Figure 1. Gate families picked out.
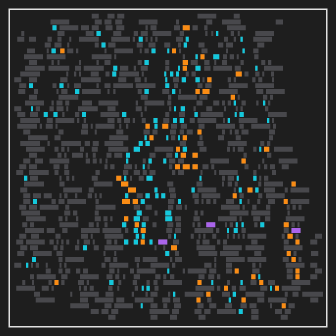
Figure 2. A small window of the routed layout.
Scale bar: 10 µm. Region (25, 25) to (50, 50) µm. Cells in grey, sequential cells in the stronger grey; small squares are vias.
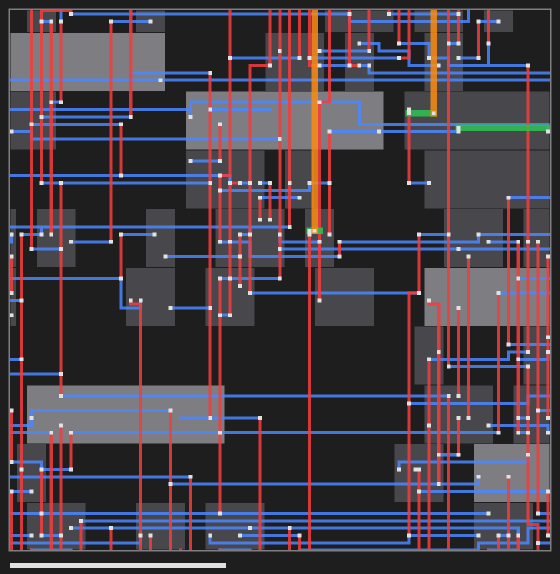
Figure 3. Track usage over the die.
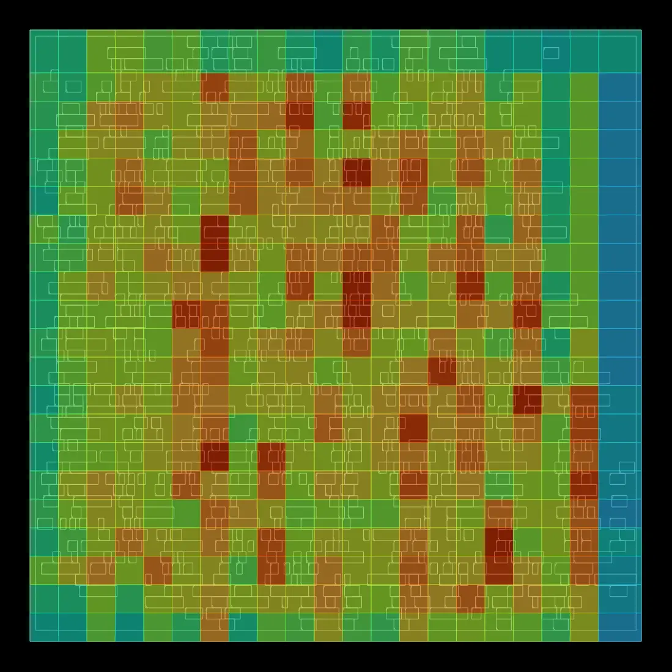
<file path="src/rtl/timebase_ctrl_if.sv">
// Bus between front-panel command logic and timebase_ctrl.
// sq_o is present only when TIMEBASE_SQ_EN is defined.
interface timebase_ctrl_if #(
   parameter int CNT_W     = 30,
   parameter int TICKCNT_W = 16
);
   logic                 cmd_start_i;
   logic                 cmd_stop_i;
   logic                 cmd_step_i;
   logic                 cmd_clear_i;
   logic [CNT_W-1:0]     div_i;
   logic                 div_valid_i;
   logic                 div_ready_o;
   logic                 tick_o;
   logic [TICKCNT_W-1:0] tick_count_o;
   logic [1:0]           state_o;
   logic                 busy_o;
`ifdef TIMEBASE_SQ_EN
   logic                 sq_o;

   modport master (
      output cmd_start_i, cmd_stop_i, cmd_step_i, cmd_clear_i, div_i, div_valid_i,
      input  div_ready_o, tick_o, tick_count_o, state_o, busy_o, sq_o
   );
   modport slave (
      input  cmd_start_i, cmd_stop_i, cmd_step_i, cmd_clear_i, div_i, div_valid_i,
      output div_ready_o, tick_o, tick_count_o, state_o, busy_o, sq_o
   );
`else
   modport master (
      output cmd_start_i, cmd_stop_i, cmd_step_i, cmd_clear_i, div_i, div_valid_i,
      input  div_ready_o, tick_o, tick_count_o, state_o, busy_o
   );
   modport slave (
      input  cmd_start_i, cmd_stop_i, cmd_step_i, cmd_clear_i, div_i, div_valid_i,
      output div_ready_o, tick_o, tick_count_o, state_o, busy_o
   );
`endif
endinterface

</file>
<file path="src/rtl/timebase_ctrl.sv">
// Run/stop/step timebase: emits one-cycle tick strobes every div_r cycles.
// Optional square-wave output sq_o is enabled by defining TIMEBASE_SQ_EN.
//
// state | meaning
// IDLE  | stopped, phase cleared; pending divisor applied immediately
// RUN   | free-running, tick every div_r cycles
// PAUSE | stopped, phase held; pending divisor applied immediately
// STEP  | run one period, then fall back to PAUSE
module timebase_ctrl #(
   parameter int CNT_W       = 30,
   parameter int DIV_DEFAULT = 100000000,
   parameter int TICKCNT_W   = 16
) (
   input  logic          clk_i,
   input  logic          reset,
   timebase_ctrl_if.slave bus
);

   typedef enum logic [1:0] {
      IDLE  = 2'd0,
      RUN   = 2'd1,
      PAUSE = 2'd2,
      STEP  = 2'd3
   } state_t;

   localparam logic [CNT_W-1:0]     DIV_RST = CNT_W'(DIV_DEFAULT);
   localparam logic [CNT_W-1:0]     ONE     = CNT_W'(1);
   localparam logic [CNT_W-1:0]     TWO     = CNT_W'(2);
   localparam logic [TICKCNT_W-1:0] TC_ONE  = TICKCNT_W'(1);

   state_t               state, nxt_state;
   logic [CNT_W-1:0]     phase, nxt_phase;
   logic [CNT_W-1:0]     div_r, nxt_div;
   logic [CNT_W-1:0]     pend_div;
   logic                 pend_full;
   logic [TICKCNT_W-1:0] tick_count, nxt_count;
   logic                 tick_r, nxt_tick;
   logic                 busy_r;
   logic                 active, count_en, apply, xfer;

   assign active = (state == RUN) || (state == STEP);
   assign xfer   = bus.div_valid_i && !pend_full;

   always_comb begin
      nxt_state = state;
      nxt_phase = phase;
      nxt_div   = div_r;
      nxt_count = tick_count;
      nxt_tick  = 1'b0;
      apply     = 1'b0;
      count_en  = 1'b0;
      if (bus.cmd_clear_i) begin
         nxt_state = IDLE;
         nxt_phase = '0;
         nxt_count = '0;
      end else begin
         count_en = active;
         if (bus.cmd_stop_i) begin
            unique case (state)
               RUN, STEP: begin
                  nxt_state = PAUSE;
                  count_en  = 1'b0;
               end
               PAUSE: begin
                  nxt_state = IDLE;
                  nxt_phase = '0;
               end
               default: ;
            endcase
         end else if (bus.cmd_start_i) begin
            nxt_state = RUN;
         end else if (bus.cmd_step_i) begin
            if (!active) nxt_state = STEP;
         end

         if (count_en) begin
            if (phase == div_r - ONE) begin
               nxt_phase = '0;
               nxt_tick  = 1'b1;
               nxt_count = tick_count + TC_ONE;
               if (nxt_state == STEP) nxt_state = PAUSE;
               if (pend_full) begin
                  nxt_div = pend_div;
                  apply   = 1'b1;
               end
            end else begin
               nxt_phase = phase + ONE;
            end
         end else if (!active && pend_full) begin
            // Stopped: a new divisor restarts the period from zero.
            nxt_div   = pend_div;
            nxt_phase = '0;
            apply     = 1'b1;
         end
      end
   end

`ifdef TIMEBASE_SQ_EN
   logic sq_r;
   assign bus.sq_o = sq_r;
`endif

   always_ff @(posedge clk_i or negedge reset) begin
      if (!reset) begin
         state      <= IDLE;
         phase      <= '0;
         div_r      <= DIV_RST;
         pend_div   <= DIV_RST;
         pend_full  <= 1'b0;
         tick_count <= '0;
         tick_r     <= 1'b0;
         busy_r     <= 1'b0;
`ifdef TIMEBASE_SQ_EN
         sq_r       <= 1'b0;
`endif
      end else begin
         state      <= nxt_state;
         phase      <= nxt_phase;
         div_r      <= nxt_div;
         tick_count <= nxt_count;
         tick_r     <= nxt_tick;
         busy_r     <= (nxt_state == RUN) || (nxt_state == STEP);
`ifdef TIMEBASE_SQ_EN
         sq_r       <= (nxt_state != IDLE) && (nxt_phase < (nxt_div >> 1));
`endif
         if (xfer) begin
            pend_div  <= (bus.div_i < TWO) ? TWO : bus.div_i;
            pend_full <= 1'b1;
         end else if (apply) begin
            pend_full <= 1'b0;
         end
      end
   end

   assign bus.div_ready_o  = !pend_full;
   assign bus.tick_o       = tick_r;
   assign bus.tick_count_o = tick_count;
   assign bus.state_o      = state;
   assign bus.busy_o       = busy_r;

endmodule

</file>
<file path="src/flat_wrapper.sv">
// flat-port wrapper written by rule: the top's interface ports become plain ports
module timebase_ctrl_flat 
#(
   parameter int CNT_W       = 30,
   parameter int DIV_DEFAULT = 100000000,
   parameter int TICKCNT_W   = 16
)
  (clk_i, reset, bus_cmd_start_i, bus_cmd_stop_i, bus_cmd_step_i, bus_cmd_clear_i, bus_div_i, bus_div_valid_i, bus_div_ready_o, bus_tick_o, bus_tick_count_o, bus_state_o, bus_busy_o);
  timebase_ctrl_if #(.CNT_W(CNT_W), .TICKCNT_W(TICKCNT_W)) bus_i ();
  input  logic clk_i;
  input  logic reset;
  input wire logic [$bits(bus_i.cmd_start_i)-1:0] bus_cmd_start_i;
  input wire logic [$bits(bus_i.cmd_stop_i)-1:0] bus_cmd_stop_i;
  input wire logic [$bits(bus_i.cmd_step_i)-1:0] bus_cmd_step_i;
  input wire logic [$bits(bus_i.cmd_clear_i)-1:0] bus_cmd_clear_i;
  input wire logic [$bits(bus_i.div_i)-1:0] bus_div_i;
  input wire logic [$bits(bus_i.div_valid_i)-1:0] bus_div_valid_i;
  output wire logic [$bits(bus_i.div_ready_o)-1:0] bus_div_ready_o;
  output wire logic [$bits(bus_i.tick_o)-1:0] bus_tick_o;
  output wire logic [$bits(bus_i.tick_count_o)-1:0] bus_tick_count_o;
  output wire logic [$bits(bus_i.state_o)-1:0] bus_state_o;
  output wire logic [$bits(bus_i.busy_o)-1:0] bus_busy_o;
  assign bus_i.cmd_start_i = bus_cmd_start_i;
  assign bus_i.cmd_stop_i = bus_cmd_stop_i;
  assign bus_i.cmd_step_i = bus_cmd_step_i;
  assign bus_i.cmd_clear_i = bus_cmd_clear_i;
  assign bus_i.div_i = bus_div_i;
  assign bus_i.div_valid_i = bus_div_valid_i;
  assign bus_div_ready_o = bus_i.div_ready_o;
  assign bus_tick_o = bus_i.tick_o;
  assign bus_tick_count_o = bus_i.tick_count_o;
  assign bus_state_o = bus_i.state_o;
  assign bus_busy_o = bus_i.busy_o;
  timebase_ctrl #(.CNT_W(CNT_W), .DIV_DEFAULT(DIV_DEFAULT), .TICKCNT_W(TICKCNT_W)) u_core (.clk_i(clk_i), .reset(reset), .bus(bus_i));
endmodule
</file>
<file path="config.mk">
export PLATFORM = sky130hd
export DESIGN_NAME = timebase_ctrl_flat
export DESIGN_NICKNAME = d
export VERILOG_FILES = /design/src/rtl/timebase_ctrl_if.sv /design/src/rtl/timebase_ctrl.sv /design/src/flat_wrapper.sv
export SDC_FILE = /design/constraint.sdc
export NUM_CORES = 1
export LEC_CHECK = 0
export CELL_PAD_IN_SITES_DETAIL_PLACEMENT = 1
export CELL_PAD_IN_SITES_GLOBAL_PLACEMENT = 2
export CORE_UTILIZATION = 35
export CTS_CLUSTER_SIZE = 25
export DETAILED_ROUTE_END_ITERATION = 7
export GPL_TIMING_DRIVEN = 0
export HOLD_SLACK_MARGIN = 0.05
export PLACE_DENSITY_LB_ADDON = 0.2
export REMOVE_ABC_BUFFERS = 1
export SLEW_MARGIN = 10
export SYNTH_ARGS = -nofsm -noshare
export SYNTH_HDL_FRONTEND = slang
export SYNTH_SLANG_ARGS = --single-unit
</file>
<file path="constraint.sdc">
create_clock -name clk_i -period 6.1 [get_ports clk_i]
set_clock_uncertainty 0.2 [all_clocks]
set_input_delay 1.22 -clock clk_i [delete_from_list [all_inputs] [get_ports clk_i]]
set_output_delay 1.22 -clock clk_i [all_outputs]
set_load 0.05 [all_outputs]
</file>
==> run notes <==
Notes on the flow run.

- The flow ran to the end, and the final reports show no timing, DRC or antenna violations.
- In the final report, the number of pins over their slew limit comes to 0.
- The routed design shows a wire length per standard cell of 19.5 µm.
- The overall die size recorded for this design is 0.0220 mm².
- The number of hold buffers added after CTS was 0.
- The worst path in the final design needs a cycle of 5320 ps, including I/O delays and setup.
- The detailed router reported a total wirelength of 22400 µm.
- For reference, the top cells by count after synthesis are 103 x nand2_1, 87 x dfrtp_1, 76 x clkbuf_1.
- The worst path uses 87.1% of the clock period.
- The total of fill cells in the finished design is 2446, for reference.
- The H-tree generated during clock tree synthesis spans 3 levels.
- The cell with the most instances after synthesis is nand2_1, for reference.
- The arrival time of data at the worst endpoint is listed as 5340 ps.
- The post-synthesis instance total is 883, for reference.
- The number of gates resized after cts is 0, for reference.
- The clock tree from TritonCTS is built, for reference.
- Synthesis instantiated 61 different standard cells from the library.
- The number of hold violations in the final report is 0, for reference.
- Per the OpenROAD floorplan log, the height of the die is 148 µm.
- OpenSTA, run right after detailed placement, puts the worst setup slack at 807 ps.
- The number of antenna violations at the first check in global routing is 0, for reference.
- After synthesis, the share of flip-flops with an asynchronous set or reset is 100%.
- The synthesized design contains 0 enable-type register cells.
- The highest metal layer with signal wires is met4, for reference.
- Global routing finished with a remaining overflow of 0.
- The sequential element share of the synthesized area is 37.4%, for reference.
- The cell area after synthesis is 0.00750 mm², for reference.
- The most used flip-flop cell after synthesis is dfrtp_1.
- Sorting the synthesized cells by area gives the leading types as dfrtp_1 29%, dfstp_2 8.4%, nand2_1 5.2%, o311ai_0 4.6%, mux2_2 4.5%.
- The min-delay analysis places its worst path in the category reg2reg.
- The number of clock sinks is 111, for reference.
- Per the timing report, the most critical flop-to-flop path originates at u_core.div_r[3].
- In this run the remaining antenna-violating nets after routing total 0.
- The worst setup path is launched from a register.
- For reference, the post-synthesis area per instance comes to 8.49 µm².
- Across all checked pins, the minimum headroom to the slew limit is 28.9%.
- The total setup violations reported at the end of the flow is 0, for reference.
- The endpoint type of the worst setup path is a register, for reference.
- IR analysis of the VDD net gives a maximum drop of 187 µV.
- The count of antenna diodes in the layout is 0, for reference.
- The post-synthesis chip area from yosys is 0.00750 mm², for reference.
- The cell accounting for the most synthesized area is dfrtp_1, for reference.
- The floorplan row count is 53, for reference.
- OpenROAD emitted warnings numbering 25.
- Clock latency on the worst-skew pair, taken at its later pin, is 370 ps.
- In this run the biggest area consumer among cell types represents 29.0% of the synthesized area.
- The die boundary width is 148 µm, for reference.
- Setup repair after global routing left no endpoint under its margin.
- The number of remaining DRC errors is 0, for reference.
- The category of the critical setup timing path is reg2reg, for reference.
- The launching instance or port of the critical path is u_core.div_r[3], for reference.
-- Figure 1 (at the start) --
Key: cyan = NOR gates [cells 117]; purple = adder and majority cells [cells 3]; orange = AND and OR gates [cells 56]

-- Figure 2 (at the start) --
Key: red = met2; green = met3; orange = met4; blue = met1
Sequential cells in the window: 4. 31 logic cells have their middle in the window. Most frequent: o211ai_1 (6), nand2_1 (5), dfrtp_1 (4). Netlist names of flops here include u_core.div_r (4).

-- Figure 3 (at the start) --
met1 Use GR: 28.2%
Overall Global Routing Usage: 21.4%
met3 Usage GRT: 2.02%
layer with the highest usage after global routing: met2

-- flip-flops by register name (all words and copies together), names as in the netlist --
register / flops
u_core.div_r: 30
u_core.bus.tick_o: 1
u_core.phase: 30
u_core.pend_full: 1
u_core.bus.state_o: 2
u_core.bus.tick_count_o: 16
u_core.pend_div: 30
u_core.bus.busy_o: 1
-- layout make-up --
type                            instances  area (µm²)  area share, %
Sequential cell                       111        2810           32.9
Tap cell                              275         344           4.03
Clock inverter                          3        46.3          0.543
Clock buffer                           13         272           3.18
Multi-Input combinational cell        647        4230           49.6
Timing Repair Buffer                   64         694           8.14
Inverter                               37         139           1.63
-- path summary, 6_finish.rpt --
| kind | to | slack, ps | cells past startpoint |
|---|---|---|---|
| max | u_core.div_r[3] | 780 | 9 |
| min | u_core.pend_div[19] | 340 | 1 |
| max reg2reg | u_core.div_r[3] | 780 | 9 |
| min reg2reg | u_core.pend_div[19] | 340 | 1 |
| max in group asynchronous | u_core.div_r[8] | 4360 | 2 |
| min in group asynchronous | u_core.bus.tick_count_o[5] | 580 | 1 |
-- layout by cell type (no fill, tap or decap), drive strengths merged, types with 4 or more instances in the layout --
master         instances
nand2                103
dfrtp                 87
clkdlybuf4s50         55
nor2                  41
o21ai                 40
nor4                  39
o311ai                39
inv                   38
a31oi                 34
nand2b                32
mux2                  30
nand3                 29
nor3                  24
dfstp                 24
xnor2                 20
nand4                 19
a311o                 16
o211ai                16
xor2                  14
or2                   14
or4                   13
clkbuf                13
a21oi                 10
buf                    9
mux2i                  8
and3                   8
o41ai                  8
or3                    8
nand3b                 7
o22ai                  7
and2                   6
nor2b                  5
nor4b                  5
nand4b                 5
o31ai                  4
o31a                   4
o311a                  4
-- through the flow --
stage          hold WS (ps)  TNS, ps  instances  utilization (%)
2_1_floorplan           273        0        795                -
3_3_place_gp            303  -124890       1127             38.4
3_5_place_dp            326        0       1134             39.1
4_1_cts                 343        0       1150             40.6
5_1_grt                 354        0       1150             40.6
6_report                339        0       1150             40.6
-- cells by family (layout without fill, tap and decap cells) --
logic type / after synthesis / count (layout) / synth area share, %
adder cells (fa/ha/maj): 3 / 3 / 0.500
buffers and inverters: 125 / 117 / 6.39
AND/OR/NAND/NOR: 368 / 368 / 26.2
flip-flops: 111 / 111 / 37.4
XOR/XNOR: 34 / 34 / 3.97
multiplexers: 38 / 38 / 5.57
AND-OR/OR-AND: 204 / 204 / 20.0
-- routing by layer --
metal	GRT usage (%)	vias to the layer above
li1	-	3262
met1	28.2	3499
met2	37.2	111
met3	2.02	19
met4	5.98	0
met5	0	-
-- report_power, final --
group | total, W | internal (W) | switching, W
Combinational | 0.000674 | 0.000329 | 0.000345
Sequential | 0.00119 | 0.000921 | 0.000270
Clock | 0.000652 | 0.000358 | 0.000294
-- worst max-delay path, cell delays in order, from the launching register on --
cell	delay (ps)
dfrtp_1	530
nor4_1	810
nand4b_1	490
or4_1	600
a211oi_1	280
o22ai_1	160
or3_2	850
or2_1	590
buf_16	270
o311ai_0	370
